==> config.mk <==
export PLATFORM = sky130hd
export DESIGN_NAME = id_stage_reg
export DESIGN_NICKNAME = d
export VERILOG_FILES = /design/src/rtl/arch_pkg.sv /design/src/rtl/id_stage_reg_imm_align.sv /design/src/rtl/id_stage_reg.sv
export SDC_FILE = /design/constraint.sdc
export NUM_CORES = 1
export LEC_CHECK = 0
export ABC_AREA = 0
export CAP_MARGIN = 20
export CORE_ASPECT_RATIO = 1.4
export CORE_MARGIN = 5
export CORE_UTILIZATION = 35
export DETAILED_ROUTE_END_ITERATION = 10
export HOLD_SLACK_MARGIN = 0.05
export PLACE_DENSITY = 0.77
export SYNTH_ARGS = -nofsm -noshare
export SYNTH_HDL_FRONTEND = slang
export SYNTH_SLANG_ARGS = --single-unit
==> constraint.sdc <==
create_clock -name clk -period 2.2 [get_ports clk]
set_clock_uncertainty 0.15 [all_clocks]
set_input_delay 0.44 -clock clk [delete_from_list [all_inputs] [get_ports clk]]
set_output_delay 0.44 -clock clk [all_outputs]
set_load 0.01 [all_outputs]
==> src/rtl/arch_pkg.sv <==
// Shared instruction-format definitions for the 32-bit core: field positions,
// instruction type codes, immediate-width codes and ID-stage FSM states.
package arch_pkg;

  localparam int unsigned XLEN_W    = 32;
  localparam int unsigned FIELD_W   = 5;
  localparam int unsigned TYPE_W    = 2;
  localparam int unsigned EXT_SRC_W = 2;

  // Field bit positions inside the instruction word
  localparam int unsigned FUNC_HI  = 31;
  localparam int unsigned FUNC_LO  = 27;
  localparam int unsigned RS1_HI   = 26;
  localparam int unsigned RS1_LO   = 22;
  localparam int unsigned RD_HI    = 21;
  localparam int unsigned RD_LO    = 17;
  localparam int unsigned RS2_HI   = 16;
  localparam int unsigned RS2_LO   = 12;
  localparam int unsigned SA_HI    = 16;
  localparam int unsigned SA_LO    = 12;
  localparam int unsigned IMM14_HI = 16;
  localparam int unsigned IMM14_LO = 3;
  localparam int unsigned IMM24_HI = 26;
  localparam int unsigned IMM24_LO = 3;
  localparam int unsigned TYPE_HI  = 2;
  localparam int unsigned TYPE_LO  = 1;
  localparam int unsigned STOP_BIT = 0;

  localparam logic [FIELD_W-1:0] FUNC_ANDI = 5'd0;

  typedef enum logic [TYPE_W-1:0] {
    TYPE_R = 2'b00,
    TYPE_I = 2'b01,
    TYPE_J = 2'b10,
    TYPE_S = 2'b11
  } instr_type_e;

  typedef enum logic [EXT_SRC_W-1:0] {
    EXT_5  = 2'd0,
    EXT_14 = 2'd1,
    EXT_24 = 2'd2
  } ext_src_e;

  // Immediate bundle handed to the sign_extender
  typedef struct packed {
    logic [XLEN_W-1:0]    ext_in;
    logic [EXT_SRC_W-1:0] ext_src;
    logic                 sign_op;
  } imm_info_t;

  typedef enum logic {
    ST_RUN  = 1'b0,
    ST_HALT = 1'b1
  } id_state_e;

endpackage

==> src/rtl/id_stage_reg_imm_align.sv <==
// imm_align: combinational immediate extraction. Right-aligns the raw immediate
// of an instruction word and reports its width and extension mode.
//   instr    in  32  instruction word
//   ext_in   out 32  right-aligned raw immediate (upper bits zero)
//   ext_src  out 2   0 = 5-bit, 1 = 14-bit, 2 = 24-bit
//   sign_op  out 1   1 = sign-extend, 0 = zero-extend
module imm_align
  import arch_pkg::*;
#(
  parameter logic [FIELD_W-1:0] UNS_FUNC = FUNC_ANDI
) (
  input  logic [XLEN_W-1:0]    instr,
  output logic [XLEN_W-1:0]    ext_in,
  output logic [EXT_SRC_W-1:0] ext_src,
  output logic                 sign_op
);

  imm_info_t info;

  // Select immediate by instruction type
  always_comb begin
    info.ext_in  = '0;
    info.ext_src = EXT_5;
    info.sign_op = 1'b1;
    case (instr[TYPE_HI:TYPE_LO])
      TYPE_I: begin
        info.ext_in  = XLEN_W'(instr[IMM14_HI:IMM14_LO]);
        info.ext_src = EXT_14;
        info.sign_op = (instr[FUNC_HI:FUNC_LO] != UNS_FUNC);
      end
      TYPE_J: begin
        info.ext_in  = XLEN_W'(instr[IMM24_HI:IMM24_LO]);
        info.ext_src = EXT_24;
        info.sign_op = 1'b1;
      end
      TYPE_S: begin
        // Shift amount is an unsigned 5-bit quantity
        info.ext_in  = XLEN_W'(instr[SA_HI:SA_LO]);
        info.ext_src = EXT_5;
        info.sign_op = 1'b0;
      end
      default: begin
        info.ext_in  = '0;
        info.ext_src = EXT_5;
        info.sign_op = 1'b1;
      end
    endcase
  end

  assign ext_in  = info.ext_in;
  assign ext_src = info.ext_src;
  assign sign_op = info.sign_op;

endmodule

==> src/rtl/id_stage_reg.sv <==
// id_stage_reg: IF/ID pipeline register with field decode and halt control.
// Holds one fetched instruction behind a valid/ready handshake, decodes its
// fields combinationally from the held word, and blocks fetch after a stop-bit
// instruction until flush.
//   clk, reset_n            clock, async active-low reset
//   if_valid/if_ready       fetch handshake (if_ready combinational)
//   if_instr, if_pc         fetched word and its PC
//   flush                   kill held instruction, leave HALT
//   id_valid/id_ready       downstream handshake
//   id_pc, id_func, id_rs1, id_rd, id_rs2, id_type   decoded fields
//   ext_in, ext_src, sign_op                         immediate to sign_extender
//   halted                  stop-bit instruction accepted, fetch blocked
module id_stage_reg
  import arch_pkg::*;
#(
  parameter int unsigned        XLEN     = 32,
  parameter logic [FIELD_W-1:0] UNS_FUNC = FUNC_ANDI
) (
  input  logic                 clk,
  input  logic                 reset_n,
  input  logic                 if_valid,
  output logic                 if_ready,
  input  logic [XLEN-1:0]      if_instr,
  input  logic [XLEN-1:0]      if_pc,
  input  logic                 flush,
  input  logic                 id_ready,
  output logic                 id_valid,
  output logic [XLEN-1:0]      id_pc,
  output logic [FIELD_W-1:0]   id_func,
  output logic [FIELD_W-1:0]   id_rs1,
  output logic [FIELD_W-1:0]   id_rd,
  output logic [FIELD_W-1:0]   id_rs2,
  output logic [TYPE_W-1:0]    id_type,
  output logic [XLEN-1:0]      ext_in,
  output logic [EXT_SRC_W-1:0] ext_src,
  output logic                 sign_op,
  output logic                 halted
);

  id_state_e       state_q, state_d;
  logic [XLEN-1:0] instr_q, instr_d;
  logic [XLEN-1:0] pc_q, pc_d;
  logic            valid_q, valid_d;
  logic            load;

  // Accept only while running, not flushing, and the slot is free or draining
  assign if_ready = (state_q == ST_RUN) & ~flush & (~valid_q | id_ready);
  assign load     = if_valid & if_ready;

  // Next-state: flush dominates, then load, then drain
  always_comb begin
    state_d = state_q;
    instr_d = instr_q;
    pc_d    = pc_q;
    valid_d = valid_q;
    if (flush) begin
      valid_d = 1'b0;
      state_d = ST_RUN;
    end else if (load) begin
      instr_d = if_instr;
      pc_d    = if_pc;
      valid_d = 1'b1;
      if (if_instr[STOP_BIT]) state_d = ST_HALT;
    end else if (valid_q && id_ready) begin
      valid_d = 1'b0;
    end
  end

  // State and holding registers
  always_ff @(posedge clk or negedge reset_n) begin
    if (!reset_n) begin
      state_q <= ST_RUN;
      instr_q <= '0;
      pc_q    <= '0;
      valid_q <= 1'b0;
    end else begin
      state_q <= state_d;
      instr_q <= instr_d;
      pc_q    <= pc_d;
      valid_q <= valid_d;
    end
  end

  assign id_valid = valid_q;
  assign id_pc    = pc_q;
  assign halted   = (state_q == ST_HALT);
  assign id_func  = instr_q[FUNC_HI:FUNC_LO];
  assign id_rs1   = instr_q[RS1_HI:RS1_LO];
  assign id_rd    = instr_q[RD_HI:RD_LO];
  assign id_rs2   = instr_q[RS2_HI:RS2_LO];
  assign id_type  = instr_q[TYPE_HI:TYPE_LO];

  imm_align #(
    .UNS_FUNC (UNS_FUNC)
  ) u_imm_align (
    .instr   (instr_q),
    .ext_in  (ext_in),
    .ext_src (ext_src),
    .sign_op (sign_op)
  );

endmodule

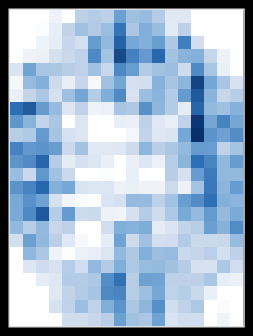
Fig. 1. Signal metal coverage by tile.
The die is cut into 18 by 24 equal tiles; white is low, dark blue is high, scaled to the fullest tile. Values are wire area over tile area, all layers added.
- fullest tile: 0.38
- mean over tiles: 0.12
- emptiest ninth of the die: middle
- densest ninth of the die: right middle
- nearly empty tiles: 14%
Vias: 2134
All-Layer GR Usage: 14.2%
total wire length: 7450 um

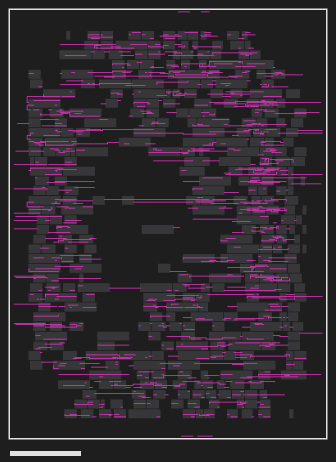
Fig. 2. M1 wires.
Scale bar: 20 um. Cells faint in the background.
- share of all routed wire: 35%
- nets with wire on the layer: 365
- longest straight run: 29.4 um
M1 GR Usage: 14.9%

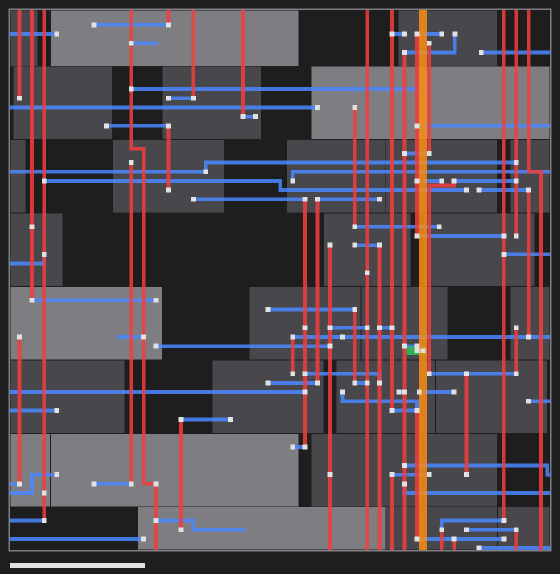
Fig. 3. A small window of the routed layout.
Scale bar: 5 um. Region (56, 80) to (76, 100) um. Cells in gray, sequential cells in the stronger gray; small squares are vias.
- blue: met1
- orange: met4
- red: met2
- green: met3
- sequential cells in the window: 5
- netlist names of flops here include: instr_q (5)
- most frequent: mux2_2 (6), dfrtp_1 (5), clkdlybuf4s50_1 (4)
- cells with their middle in the window: 24

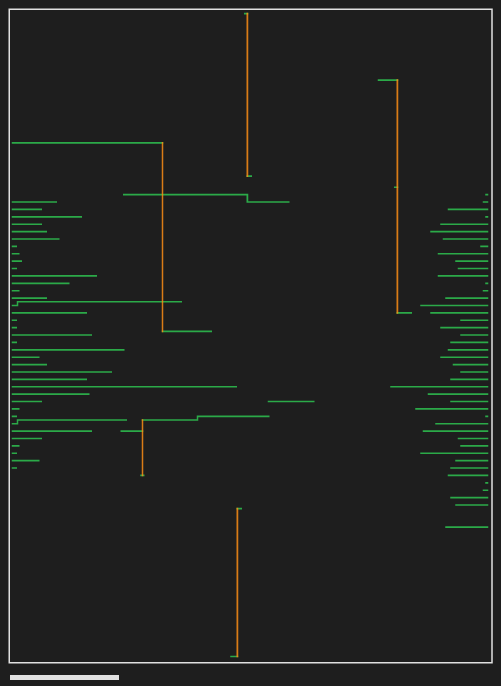
Fig. 4. Wiring by layer.
Scale bar: 20 um. Only two layers are drawn.
- green: met3 (wire length 720 um)
- orange: met4 (wire length 145 um)

## final cells by class
| class | count | area share, % |
|---|---|---|
| clock buffer | 14 | 5.50 |
| timing repair buffer | 174 | 34.8 |
| tap | 105 | 2.74 |
| multi-input combinational | 114 | 23.1 |
| sequential | 65 | 33.9 |
## stage by stage
step	power [W]	setup WS (ns)	TNS (ns)	hold WS [ns]
2_1_floorplan	0.00242	0.363	0	-0.00559
3_3_place_gp	0.00319	-0.0364	-0.165	0.334
3_5_place_dp	0.00323	-0.0548	-0.452	0.335
4_1_cts	0.00446	-0.0257	-0.0257	0.354
5_1_grt	0.00470	-0.0447	-0.121	0.367
6_report	0.00444	0.0158	0	0.349
## sequential cells by signal (all words and copies together), names as in the netlist
signal and flops:
instr_q 31, id_pc 32, id_valid 1, halted 1
==> out/results.ini <==
[placement]
hpwlAfterDp_um = 5750
place_area_um2 = 4520
place_congestion = 0.773

[detailed_routing]
drt_iter0_drc = 54
ant_nets = 0
drt-met1-wl_um = 2630
wl_met3_um = 720
routed.top_layer = met4
routedWlPerCell_um = 15.8
via_per_inst = 4.52

[worst_setup_path]
r2r_cells = 5
end_kind = output port
crit_fanout = 4
cp-startpoint = instr_q[1]
startpoint_type = register
critPathSlowestCell = dfrtp_1
max_stage_delay_ns = 0.38
r2r_slack_ns = 0.66

[synth]
yosys-stat-area_um2 = 3030
ys_warn_count = 0
synth_flops = 65
syn_inst = 212
top_area_cell = dfrtp_1
netlist_area_um2 = 3030

[power]
pwr-share-seq_pct = 36.0
sw_frac_of_total_pct = 26.2
p_leak_nw = 2.12
clock_net_power_w = 0.00125

[final_layout]
final_nets = 433
diodes = 0
drive_above_1_share_pct = 37.9
final_common_cell = clkdlybuf4s50_1

[outcome]
status = complete, no violations

[die]
die_y_um = 120
initCoreUtil_pct = 35.6

[grt]
overflow = 0

[cts]
htree_levels = 3
cts-resized-gates = 76

Power is estimated from default activity; no workload was simulated.
